## config.mk

```make
export PLATFORM = sky130hd
export DESIGN_NAME = dmem_arbiter
export DESIGN_NICKNAME = d
export VERILOG_FILES = /design/src/rtl/dmem_arbiter.sv
export SDC_FILE = /design/constraint.sdc
export NUM_CORES = 1
export LEC_CHECK = 0
export ABC_CLOCK_PERIOD_IN_PS = 1950
export CORE_AREA = 2 2 120 122
export CTS_CLUSTER_SIZE = 8
export DETAILED_ROUTE_END_ITERATION = 7
export DIE_AREA = 0 0 122 124
export HOLD_SLACK_MARGIN = 0.06
export SYNTH_ARGS = -nofsm -noshare
export SYNTH_HDL_FRONTEND = slang
export SYNTH_SLANG_ARGS = --single-unit
export TNS_END_PERCENT = 1
```

## constraint.sdc

```tcl
create_clock -name clk -period 1.95 [get_ports clk]
set_clock_uncertainty 0.15 [all_clocks]
set_input_delay 0.2925 -clock clk [delete_from_list [all_inputs] [get_ports clk]]
set_output_delay 0.2925 -clock clk [all_outputs]
set_load 0.02 [all_outputs]
```

## src/rtl/dmem_arbiter.sv

```systemverilog
// rtl/dmem_arbiter.sv - data RAM arbiter between core MEM stage and debug/loader port
module dmem_arbiter #(
  parameter int ADDR_W     = 32,
  parameter int DATA_W     = 32,
  parameter int STARVE_MAX = 4
) (
  input  logic              clk,
  input  logic              rst,
  // core MEM stage
  input  logic              core_req,
  input  logic              core_we,
  input  logic [ADDR_W-1:0] core_addr,
  input  logic [DATA_W-1:0] core_wdata,
  input  logic [2:0]        core_ubhw,
  output logic              core_stall,
  output logic [DATA_W-1:0] core_rdata,
  output logic              core_rvalid,
  // debug / loader port
  input  logic              dbg_req,
  input  logic              dbg_we,
  input  logic [ADDR_W-1:0] dbg_addr,
  input  logic [DATA_W-1:0] dbg_wdata,
  output logic              dbg_gnt,
  output logic [DATA_W-1:0] dbg_rdata,
  output logic              dbg_rvalid,
  // data RAM
  output logic [ADDR_W-1:0] ram_addr,
  output logic [DATA_W-1:0] ram_wdata,
  output logic              ram_we,
  output logic              ram_re,
  output logic [2:0]        ram_ubhw,
  input  logic [DATA_W-1:0] ram_rdata,
  output logic              busy
);

  localparam int CNT_W = $clog2(STARVE_MAX + 1);
  localparam logic [CNT_W-1:0] STARVE_LIM = CNT_W'(STARVE_MAX);
  localparam logic [2:0] UBHW_WORD = 3'b010;

  typedef enum logic [1:0] {
    IDLE    = 2'd0,
    RD_CORE = 2'd1,
    RD_DBG  = 2'd2
  } state_t;

  state_t           state_q, state_d;
  logic [CNT_W-1:0] starve_cnt_q, starve_cnt_d;
  logic             dbg_win, core_win;

  // State and starvation counter registers, cleared asynchronously.
  always_ff @(posedge clk or posedge rst) begin
    if (rst) begin
      state_q      <= IDLE;
      starve_cnt_q <= '0;
    end else begin
      state_q      <= state_d;
      starve_cnt_q <= starve_cnt_d;
    end
  end

  // Arbitration, RAM command mux, read-data return and next-state logic.
  always_comb begin
    state_d      = state_q;
    starve_cnt_d = starve_cnt_q;
    dbg_win      = 1'b0;
    core_win     = 1'b0;
    core_stall   = 1'b0;
    core_rdata   = '0;
    core_rvalid  = 1'b0;
    dbg_gnt      = 1'b0;
    dbg_rdata    = '0;
    dbg_rvalid   = 1'b0;
    ram_addr     = '0;
    ram_wdata    = '0;
    ram_we       = 1'b0;
    ram_re       = 1'b0;
    ram_ubhw     = '0;
    busy         = 1'b0;

    // Everything stays quiet while reset is held, even with requests pending.
    if (!rst) begin
      busy = (state_q != IDLE);
      unique case (state_q)
        IDLE: begin
          // Debug only preempts a waiting core once the core has had its quota.
          dbg_win  = dbg_req & (~core_req | (starve_cnt_q == STARVE_LIM));
          core_win = ~dbg_win & core_req;
          if (dbg_win) begin
            dbg_gnt    = 1'b1;
            core_stall = core_req;
            ram_addr   = dbg_addr;
            ram_wdata  = dbg_wdata;
            ram_we     = dbg_we;
            ram_re     = ~dbg_we;
            ram_ubhw   = UBHW_WORD;
            if (!dbg_we) state_d = RD_DBG;
          end else if (core_win) begin
            core_stall = ~core_we;
            ram_addr   = core_addr;
            ram_wdata  = core_wdata;
            ram_we     = core_we;
            ram_re     = ~core_we;
            ram_ubhw   = core_ubhw;
            if (!core_we) state_d = RD_CORE;
          end
        end
        RD_CORE: begin
          core_rdata  = ram_rdata;
          core_rvalid = 1'b1;
          state_d     = IDLE;
        end
        RD_DBG: begin
          dbg_rdata  = ram_rdata;
          dbg_rvalid = 1'b1;
          core_stall = core_req;
          state_d    = IDLE;
        end
        default: state_d = IDLE;
      endcase

      if (dbg_win || !dbg_req) begin
        starve_cnt_d = '0;
      end else if (core_win && starve_cnt_q != STARVE_LIM) begin
        starve_cnt_d = starve_cnt_q + 1'b1;
      end
    end
  end

endmodule

```

==> Table 3: Implementation characteristics <==
Physical design parameters

Parameter                              Value

Run status
  Status    complete, but fails checks
  Violated checks    setup timing

Yosys
  Most used standard cell by instance count after synthesis    nand3_1
  Count of synthesis-stage warnings from yosys    0
  Count of flip-flops with a built-in enable after synthesis    0
  Top post-synthesis cells by area    o21ai_2 19%, nand4_1 18%, nand3_1 15%
  Post-synthesis instance total    around 360
  Post-synth seq share    0.0539
  Cells in synth_stat.txt    361
  Area share of the largest cell type after synthesis    0.188
  Combined area of all synthesized cells    0.00232 mm^2
  Unique cell type count in the Yosys netlist    29
  Predominant post-synthesis flop cell    dfrtp_1
  Post-synthesis cell type with the largest combined area    o21ai_2
  Syn avg cell area    between 6 and 7 um^2

Setup path
  Reg2reg end    starve_cnt_q[0]
  Launching instance or port of the critical path    starve_cnt_q[1]
  Critical-path cell with the highest stage delay    dfrtp_1
  CP cell instances    inv_2, ha_4, a21bo_4, and2_4, buf_12, o311a_4, buf_12
  Critical path's largest stage delay    0.38 ns
  Startpoint of the worst register-to-register path    starve_cnt_q[1]
  Number of cell instances on the worst register-to-register path    7
  Required time of the worst setup path    between 1.5 and 2 ns
  Most frequent cell on the critical path    buf_12
  Critical path endpoint    core_stall
  Data arrival at the endpoint of the critical path    approximately 1.9 ns
  CP endpoint kind    output pin

Global routing
  Largest net degree at the start of global routing    46
  Via count of the first global-routing pass    between 4000 and 5000
  Wire length of the first global-routing pass    just over 20000 um

Clock tree
  Clock-pin transition on the worst setup and hold timing paths    0.04 ns
  Clk sinks    5
  CTS tree    yes
  Insertion delay of the later-clocked pin in the worst-skew pair    0.23 ns
  Number of levels the H-tree was split into    1
  Post-CTS sizing    between 600 and 700
  Number of buffers inserted during clock tree synthesis    3
  Max Buffers Root-to-Sink    2

Power and ir drop
  Part of the power in the clock network    0.168
  Internal power contribution    about 1.2 mW
  Max IR drop VDD    between 150 and 200 uV
  Design Power    2.08 mW
  Fraction of power spent switching nets    0.411
  Leak Pwr    roughly 2.6 nW
  Combinational group power    between 1.5 and 2 mW
  Main power group    combinational logic
  Power per standard cell area    approximately 350 mW/mm^2
  Part of the power in combinational logic    0.768
  Clock distribution power    about 0.35 mW
  Switching power of the nets    approximately 0.86 mW

Floorplanning
  Site row count    43
  Area of the core region    about 0.014 mm^2
  Count of pins on the block boundary    slightly above 300
  Chip Area    0.0151 mm^2
  Die outline width    roughly 120 um
  Fraction of the core area occupied by cells at floorplan    0.169
  Vertical die dimension    around 120 um

Job
  Tally of OpenROAD warnings    30
  Number of max-capacitance violations reported    0

Place
  Count of buffers inserted at the top-level ports    306
  DP Cell Count    between 800 and 900
  Last weighted congestion value of the routability-driven placer    between 0.7 and 0.8

Drt
  Drt first-iter violations    about 220
  Number of DRC violations after detailed routing    0
  Antenna violation net count after detailed routing    0
  Count of TritonRoute iterations in the first routing pass    4

Final layout
  Post-route insts no fill    839
  Syn-to-layout area delta    153%
  Share of layout cells above drive strength 1    0.392
  Ant diodes    0

Final timing
  Final hold violation count    0
  # setup viols final    between 70 and 80
  Normalized max-slew margin    0.692
  Slew of the pin with the lowest slew margin    about 0.46 ns
  Post-layout worst setup margin    -0.385 ns
  Max-slew violation count    0
  RSZ-0062 raised after global routing    true

Hold path
  Hold Path Class    in2async
[kinds of logic (layout without fill, tap and decap cells)]
kind of cell,Yosys count,count (layout),synth area share
AND-OR/OR-AND,75,75,0.257
adder cells (fa/ha/maj),2,2,0.0108
buffers and inverters,61,358,0.135
flip-flops,5,5,0.0539
AND/OR/NAND/NOR,218,219,0.544
[metal layers]
metal / vias up / global-route usage / share of wire
met4: 0 / 0.0568 / 0.025
met3: 24 / 0.0462 / 0.10
met5: - / 0 / 0
li1: 1954 / - / -
met2: 198 / 0.321 / 0.52
met1: 1884 / 0.178 / 0.36
[sequential cells by signal, summed over array words and instances, names as in the netlist]
| name | flops |
|---|---|
| starve_cnt_q | 3 |
| state_q | 2 |
[worst max-delay path: cells and delay by family, from the launching register on]
kind	cells	cell delay [ns]
flops	1	0.38
buf+inv	3	0.35
fa+ha+maj	1	0.16
compound gates	2	0.54
simple gates	1	0.22
[through the flow]
step | cell area, um^2 | util | setup slack, ns
2_1_floorplan | 2320 | - | -0.0692
6_report | 5890 | 0.429 | -0.385
3_3_place_gp | 5760 | 0.420 | -0.718
4_1_cts | 5630 | 0.410 | -0.392
3_5_place_dp | 5760 | 0.420 | -0.721
5_1_grt | 5890 | 0.429 | -0.424
[cells in the final DEF, fill, tap and decap left out, types with 3 or more instances in the layout]
master,instances
and2_1,34
and3_1,32
buf_12,16
buf_2,37
buf_4,54
buf_6,75
clkbuf_16,3
clkdlybuf4s50_1,165
dfrtp_1,5
nand2_1,6
nand3_1,70
nand4_1,65
nor2_1,3
o21ai_1,9
o21ai_2,57
[area by class of cell]
class / instances / area, um^2
fillers: 1386 / 7830
repair buffers: 350 / 3460
multi-input cells: 296 / 1980
well taps: 180 / 225
flip-flops and latches: 5 / 125
clock buffers: 4 / 78.8
inverters: 4 / 15.0
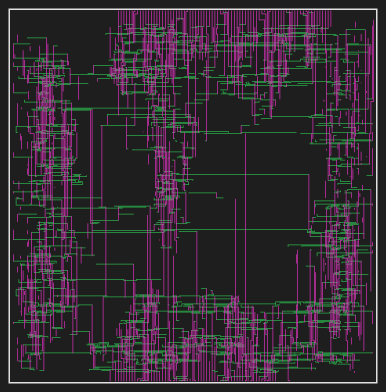
metal_stack.png
Scale: 3 px per um. Two of the layers only.
Key: met1 = green [wire length 4980 um]; met2 = magenta [wire length 7230 um]
via count: 4060
Routed Wire Length: 14000 um
wire length per cell: 16.7 um
global routing usage summed across all routing layers: 0.168

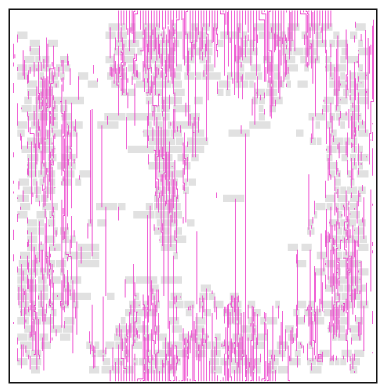
met2.png
Scale: 3 px per um. Cells faint in the background.
The layer holds 52% of the routed length. The layer carries 7230 um of wire. The longest straight run is 81.1 um. 733 nets have wire on it. The wires run mostly vertical.

Power and IR drop assume default switching activity.
